`src/rtl/pipeline_hazard_ctrl_if.sv`:
```
// rtl/pipeline_hazard_ctrl_if.sv - pipeline-to-hazard-controller signal bundle
//
// Purpose: carries the ID-stage decode fields, branch resolution and SRAM
// handshake into the hazard controller, and returns the stall/flush/freeze
// controls.
//
// Signals:
//   ID_Valid, ID_Src1, ID_Src2, ID_Two_Src, ID_Dest,
//   ID_WB_En, ID_MEM_R_En, ID_MEM_W_En   ID-stage instruction description
//   Branch_Taken                         EXE resolved a taken branch/jump
//   SRAM_Ready                           SRAM finished the current request
//   Hazard_Stall, Flush, Freeze          pipeline control back to the core
//   SRAM_Req                             memory request for the MEM instruction
//   Scoreboard                           {EXE, MEM, WB} slots, 9 bits each:
//                                        {valid, dest[4:0], wb, memr, memw}
//
// Modports: master = pipeline side, slave = hazard controller.
interface pipeline_hazard_ctrl_if;
    logic        ID_Valid;
    logic [4:0]  ID_Src1;
    logic [4:0]  ID_Src2;
    logic        ID_Two_Src;
    logic [4:0]  ID_Dest;
    logic        ID_WB_En;
    logic        ID_MEM_R_En;
    logic        ID_MEM_W_En;
    logic        Branch_Taken;
    logic        SRAM_Ready;
    logic        Hazard_Stall;
    logic        Flush;
    logic        Freeze;
    logic        SRAM_Req;
    logic [26:0] Scoreboard;

    modport master (
        output ID_Valid, ID_Src1, ID_Src2, ID_Two_Src, ID_Dest,
               ID_WB_En, ID_MEM_R_En, ID_MEM_W_En, Branch_Taken, SRAM_Ready,
        input  Hazard_Stall, Flush, Freeze, SRAM_Req, Scoreboard
    );

    modport slave (
        input  ID_Valid, ID_Src1, ID_Src2, ID_Two_Src, ID_Dest,
               ID_WB_En, ID_MEM_R_En, ID_MEM_W_En, Branch_Taken, SRAM_Ready,
        output Hazard_Stall, Flush, Freeze, SRAM_Req, Scoreboard
    );
endinterface

```
`src/rtl/pipeline_hazard_ctrl.sv`:
```
// rtl/pipeline_hazard_ctrl.sv - RAW stall, branch flush and SRAM freeze controller
//
// Purpose: shadows the EXE/MEM/WB instructions in a three-slot scoreboard,
// stalls ID on read-after-write hazards, flushes on taken branches and
// freezes the whole pipeline while MEM completes an SRAM handshake.
//
// Ports:
//   clk    pipeline clock, rising edge
//   rst_n  asynchronous active-low reset
//   hz     pipeline_hazard_ctrl_if.slave (decode fields in, controls out)
//
// Parameter:
//   FORWARD_EN  1: forwarding present, only load-use stalls
//               0: any EXE/MEM producer of a read source stalls
module pipeline_hazard_ctrl #(
    parameter bit FORWARD_EN = 1'b1
) (
    input  logic                  clk,
    input  logic                  rst_n,
    pipeline_hazard_ctrl_if.slave hz
);

    typedef struct packed {
        logic       valid;
        logic [4:0] dest;
        logic       wb;
        logic       memr;
        logic       memw;
    } slot_t;

    typedef enum logic [1:0] {
        M_IDLE = 2'd0,
        M_BUSY = 2'd1,
        M_DONE = 2'd2
    } mem_state_t;

    slot_t      exe_q, mem_q, wb_q;
    slot_t      exe_d, mem_d, wb_d;
    slot_t      id_slot;
    mem_state_t mstate_q;

    logic mem_op;
    logic freeze;
    logic flush;
    logic stall;
    logic raw_hazard;
    logic issue;

    function automatic logic match(input slot_t s, input logic [4:0] src);
        return s.valid & s.wb & (s.dest == src) & (src != 5'd0);
    endfunction

    assign id_slot = {1'b1, hz.ID_Dest, hz.ID_WB_En, hz.ID_MEM_R_En, hz.ID_MEM_W_En};

    // WB is never checked: the register file writes on the falling edge, so
    // ID already reads the WB result in the same cycle.
    always_comb begin
        raw_hazard = 1'b0;
        if (FORWARD_EN) begin
            raw_hazard = exe_q.memr &
                         (match(exe_q, hz.ID_Src1) |
                          (hz.ID_Two_Src & match(exe_q, hz.ID_Src2)));
        end else begin
            raw_hazard = match(exe_q, hz.ID_Src1) | match(mem_q, hz.ID_Src1) |
                         (hz.ID_Two_Src & (match(exe_q, hz.ID_Src2) |
                                           match(mem_q, hz.ID_Src2)));
        end
    end

    assign mem_op = mem_q.valid & (mem_q.memr | mem_q.memw);
    assign freeze = ((mstate_q == M_IDLE) & mem_op) | (mstate_q == M_BUSY);

    // Gating with rst_n keeps Flush/Hazard_Stall low while reset is held,
    // even if Branch_Taken or ID inputs are still toggling.
    assign flush = rst_n & hz.Branch_Taken & ~freeze;
    assign stall = rst_n & raw_hazard & hz.ID_Valid & ~flush & ~freeze;
    assign issue = hz.ID_Valid & ~stall & ~flush;

    always_comb begin
        exe_d = exe_q;
        mem_d = mem_q;
        wb_d  = wb_q;
        if (!freeze) begin
            wb_d  = mem_q;
            mem_d = exe_q;
            exe_d = issue ? id_slot : '0;
        end
    end

    always_ff @(posedge clk or negedge rst_n) begin
        if (!rst_n) begin
            exe_q <= '0;
            mem_q <= '0;
            wb_q  <= '0;
        end else begin
            exe_q <= exe_d;
            mem_q <= mem_d;
            wb_q  <= wb_d;
        end
    end

    // M_DONE is a one-cycle release: Freeze drops so the finished op leaves
    // MEM; a following op entering MEM restarts from M_IDLE without a gap.
    always_ff @(posedge clk or negedge rst_n) begin
        if (!rst_n) begin
            mstate_q <= M_IDLE;
        end else begin
            case (mstate_q)
                M_IDLE:  if (mem_op) mstate_q <= M_BUSY;
                M_BUSY:  if (hz.SRAM_Ready) mstate_q <= M_DONE;
                M_DONE:  mstate_q <= M_IDLE;
                default: mstate_q <= M_IDLE;
            endcase
        end
    end

    assign hz.Hazard_Stall = stall;
    assign hz.Flush        = flush;
    assign hz.Freeze       = freeze;
    assign hz.SRAM_Req     = freeze;
    assign hz.Scoreboard   = {exe_q, mem_q, wb_q};

endmodule

```
`src/flat_wrapper.sv`:
```
// flat-port wrapper written by rule: the top's interface ports become plain ports
module pipeline_hazard_ctrl_flat 
#(
    parameter bit FORWARD_EN = 1'b1
)
  (clk, rst_n, hz_ID_Valid, hz_ID_Src1, hz_ID_Src2, hz_ID_Two_Src, hz_ID_Dest, hz_ID_WB_En, hz_ID_MEM_R_En, hz_ID_MEM_W_En, hz_Branch_Taken, hz_SRAM_Ready, hz_Hazard_Stall, hz_Flush, hz_Freeze, hz_SRAM_Req, hz_Scoreboard);
  pipeline_hazard_ctrl_if hz_i ();
  input  logic clk;
  input  logic rst_n;
  input wire logic [$bits(hz_i.ID_Valid)-1:0] hz_ID_Valid;
  input wire logic [$bits(hz_i.ID_Src1)-1:0] hz_ID_Src1;
  input wire logic [$bits(hz_i.ID_Src2)-1:0] hz_ID_Src2;
  input wire logic [$bits(hz_i.ID_Two_Src)-1:0] hz_ID_Two_Src;
  input wire logic [$bits(hz_i.ID_Dest)-1:0] hz_ID_Dest;
  input wire logic [$bits(hz_i.ID_WB_En)-1:0] hz_ID_WB_En;
  input wire logic [$bits(hz_i.ID_MEM_R_En)-1:0] hz_ID_MEM_R_En;
  input wire logic [$bits(hz_i.ID_MEM_W_En)-1:0] hz_ID_MEM_W_En;
  input wire logic [$bits(hz_i.Branch_Taken)-1:0] hz_Branch_Taken;
  input wire logic [$bits(hz_i.SRAM_Ready)-1:0] hz_SRAM_Ready;
  output wire logic [$bits(hz_i.Hazard_Stall)-1:0] hz_Hazard_Stall;
  output wire logic [$bits(hz_i.Flush)-1:0] hz_Flush;
  output wire logic [$bits(hz_i.Freeze)-1:0] hz_Freeze;
  output wire logic [$bits(hz_i.SRAM_Req)-1:0] hz_SRAM_Req;
  output wire logic [$bits(hz_i.Scoreboard)-1:0] hz_Scoreboard;
  assign hz_i.ID_Valid = hz_ID_Valid;
  assign hz_i.ID_Src1 = hz_ID_Src1;
  assign hz_i.ID_Src2 = hz_ID_Src2;
  assign hz_i.ID_Two_Src = hz_ID_Two_Src;
  assign hz_i.ID_Dest = hz_ID_Dest;
  assign hz_i.ID_WB_En = hz_ID_WB_En;
  assign hz_i.ID_MEM_R_En = hz_ID_MEM_R_En;
  assign hz_i.ID_MEM_W_En = hz_ID_MEM_W_En;
  assign hz_i.Branch_Taken = hz_Branch_Taken;
  assign hz_i.SRAM_Ready = hz_SRAM_Ready;
  assign hz_Hazard_Stall = hz_i.Hazard_Stall;
  assign hz_Flush = hz_i.Flush;
  assign hz_Freeze = hz_i.Freeze;
  assign hz_SRAM_Req = hz_i.SRAM_Req;
  assign hz_Scoreboard = hz_i.Scoreboard;
  pipeline_hazard_ctrl #(.FORWARD_EN(FORWARD_EN)) u_core (.clk(clk), .rst_n(rst_n), .hz(hz_i));
endmodule
```
`config.mk`:
```
export PLATFORM = sky130hd
export DESIGN_NAME = pipeline_hazard_ctrl_flat
export DESIGN_NICKNAME = d
export VERILOG_FILES = /design/src/rtl/pipeline_hazard_ctrl_if.sv /design/src/rtl/pipeline_hazard_ctrl.sv /design/src/flat_wrapper.sv
export SDC_FILE = /design/constraint.sdc
export NUM_CORES = 1
export LEC_CHECK = 0
export ABC_AREA = 0
export CAP_MARGIN = 10
export CORE_ASPECT_RATIO = 0.75
export CORE_UTILIZATION = 42
export CTS_CLUSTER_DIAMETER = 40
export DETAILED_ROUTE_END_ITERATION = 8
export PLACE_DENSITY = 0.79
export RECOVER_POWER = 100
export SETUP_SLACK_MARGIN = 0.15
export SLEW_MARGIN = 20
export SYNTH_ARGS = -nofsm -noshare
export SYNTH_HDL_FRONTEND = slang
export SYNTH_SLANG_ARGS = --single-unit
export TNS_END_PERCENT = 30
```
`constraint.sdc`:
```
create_clock -name clk -period 2.05 [get_ports clk]
set_input_delay 0.41 -clock clk [delete_from_list [all_inputs] [get_ports clk]]
set_output_delay 0.41 -clock clk [all_outputs]
set_load 0.005 [all_outputs]
```
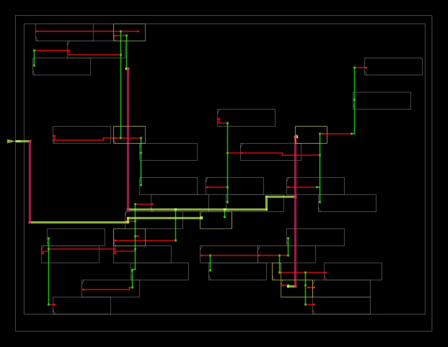
Run 1: clock wiring as the flow saved it
num sequential: 29
clock network power: 0.464 mW
clock skew: 9.14 ps

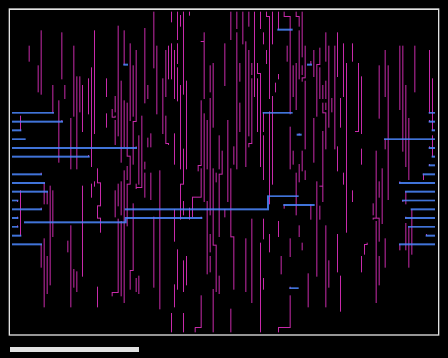
Run 1: metal layers overlaid
Scale bar: 20 um. Two of the layers only.
metal 3 -> blue  # wire length 188 um
metal 2 -> magenta  # wire length 1610 um
Total GRT Usage: 0.232
Routed WL: 3370 um

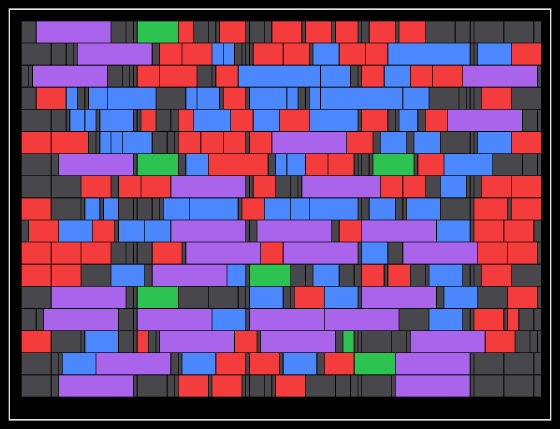
Run 1: cells colored by class
Fill, decap, tap and diode cells in gray.
flops -> purple  # cells 29
combinational and other logic -> blue  # cells 63
other buffers and delay cells -> red  # cells 84
clock drivers and dummy loads -> green  # cells 7

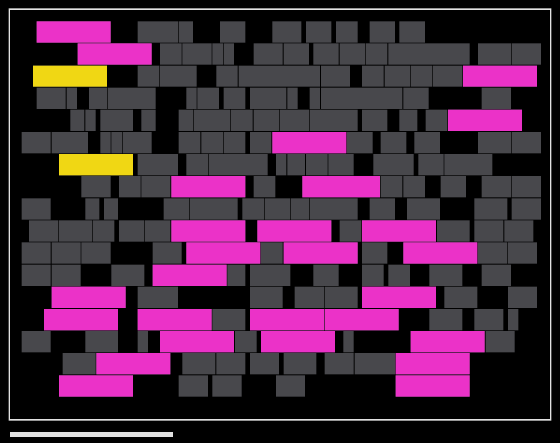
Run 1: sequential cells colored by netlist name
Scale bar: 20 um. Other cells in gray.
u_core.mstate_q -> yellow  # sequential cells 2
u_core.hz.Scoreboard -> magenta  # sequential cells 27, where all over the die
flip-flop and latch power: 0.948 mW
flop share of the area: 0.325
sequential cell area: 727 um^2
utilization after layout: 0.756

==> deck_impl_summary.md, run 1 <==
Implementation Results

Outcome
  • Status: finished with violations
  • Violated checks: setup timing

Logic synthesis
  • Synth flops: 29
  • EDFF count, synth: 0
  • Sequential area share after synthesis: 0.556
  • FFs w/ async S/R, synth: 1.00
  • Area fraction in mux cells: 0.147
  • Post-synth top cells: dfrtp_1 (29), mux2_2 (17), a22o_1 (8), xnor2_1 (8), nor2_1 (5)
  • Dominant kind of combinational cell: AND-OR/OR-AND gates
  • Avg Cell Area, Syn: 13.6 um^2

STA
  • Fin worst setup slack: -95.8 ps
  • Final setup TNS: -95.8 ps
  • Fin Hold WS: 201 ps
  • Max-slew violation count: 0
  • Final setup fails: 1

Final layout
  • Nonclk buf count: 84
  • Fin area: 0.00223 mm^2
  • Post-Layout Cell Count: 221
  • Clock-cell share of area: 0.0386
  • MI comb cells: 60
  • Clkbuf count: 7

Clock tree
  • Htree depth: 2
  • CTS tree: built
  • Hold_buf cts: 0
  • CTS root buf: clkbuf_8
  • Post-CTS Setup Inserts: 8

Routing
  • Via count: 1105
  • Routed wire length per instance: 15.2 um
  • Antenna-violating nets left: 0

Power and ir drop
  • P_leak: 1.08 nW
  • Pwr dens: 1280 mW/mm^2
  • PnR Total Power: 2.86 mW

Floorplan
  • Die y size: 50.3 um
  • # rows: 17
  • Num tapcells: 38
  • IO Pins: 55

Setup path
  • Critical path endpoint: hz_Hazard_Stall
  • Crit-path max cell delay: 430 ps
  • Crit end category: primary output
  • Arrival @ worst endpoint: 1740 ps
  • Setup CP Type: reg2out

Global route
  • Initial antenna violation count: 0
  • M1 GR Usage: 0.268
  • Largest net degree at the start of global routing: 31

Placement
  • Input/output buffers: 54
  • Final HPWL DP: 2370 um

Min path
  • Tightest Hold Check Type: in2async
==> run 2, diff against run 1 <==
--- a/config.mk
+++ b/config.mk
@@ -8,13 +8,13 @@
 export ABC_AREA = 0
 export CAP_MARGIN = 10
 export CORE_ASPECT_RATIO = 0.75
+export CORE_MARGIN = 3
 export CORE_UTILIZATION = 42
 export CTS_CLUSTER_DIAMETER = 40
 export DETAILED_ROUTE_END_ITERATION = 8
 export PLACE_DENSITY = 0.79
 export RECOVER_POWER = 100
 export SETUP_SLACK_MARGIN = 0.15
-export SLEW_MARGIN = 20
 export SYNTH_ARGS = -nofsm -noshare
 export SYNTH_HDL_FRONTEND = slang
 export SYNTH_SLANG_ARGS = --single-unit
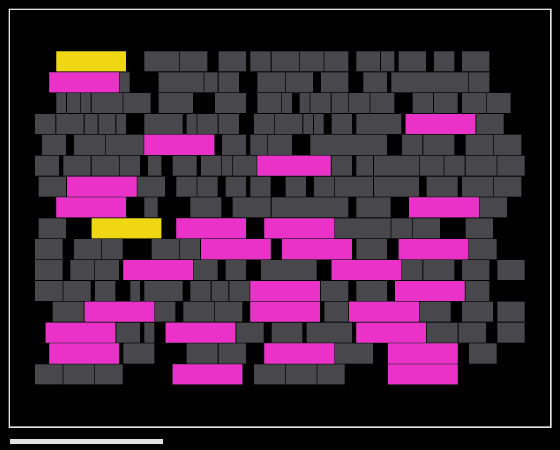
Run 2: sequential cells colored by netlist name
Scale bar: 20 um. Other cells in gray.
u_core.mstate_q -> yellow  # sequential cells 2
u_core.hz.Scoreboard -> magenta  # sequential cells 27

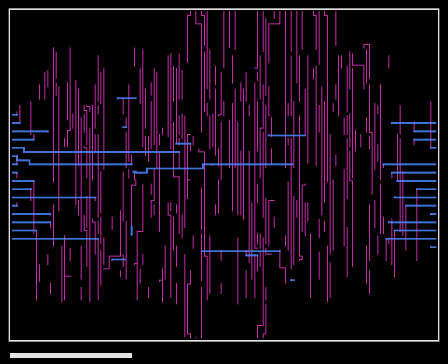
Run 2: metal layers overlaid
Scale bar: 20 um. Two of the layers only.
metal 3 -> blue  # wire length 246 um
metal 2 -> magenta  # wire length 2030 um
Routed WL: 3890 um
via count: 1186

==> deck_impl_summary.md, run 2 <==
Implementation Results

Logic synthesis
  • EDFF count, synth: 0
  • Avg Cell Area, Syn: 13.6 um^2
  • FFs w/ async S/R, synth: 1.00
  • Synth flops: 29
  • Sequential area share after synthesis: 0.556
  • Post-synth top cells: dfrtp_1 (29), mux2_2 (17), a22o_1 (8), xnor2_1 (8), nor2_1 (5)

Final layout
  • Post-Layout Cell Count: 227
  • MI comb cells: 60
  • Sequential cell area: 727 um^2
  • Nonclk buf count: 92
  • Utilization after layout: 0.835
  • Flop share of the area: 0.313

Floorplan
  • Num tapcells: 36

Placement
  • Final HPWL DP: 2540 um

Power and ir drop
  • Pwr dens: 1250 mW/mm^2
  • PnR Total Power: 2.91 mW
  • Flip-flop and latch power: 0.951 mW

STA
  • Fin worst setup slack: -182 ps
  • Final setup fails: 1
  • Clock skew: 9.18 ps
  • Final setup TNS: -182 ps

Clock tree
  • Post-CTS Setup Inserts: 10
  • Htree depth: 2

Min path
  • Tightest Hold Check Type: in2async

Global route
  • M1 GR Usage: 0.231
  • Initial antenna violation count: 0

Outcome
  • Status: finished with violations
  • Violated checks: setup timing

Setup path
  • Setup CP Type: reg2out
Power is estimated from default activity; no workload was simulated.
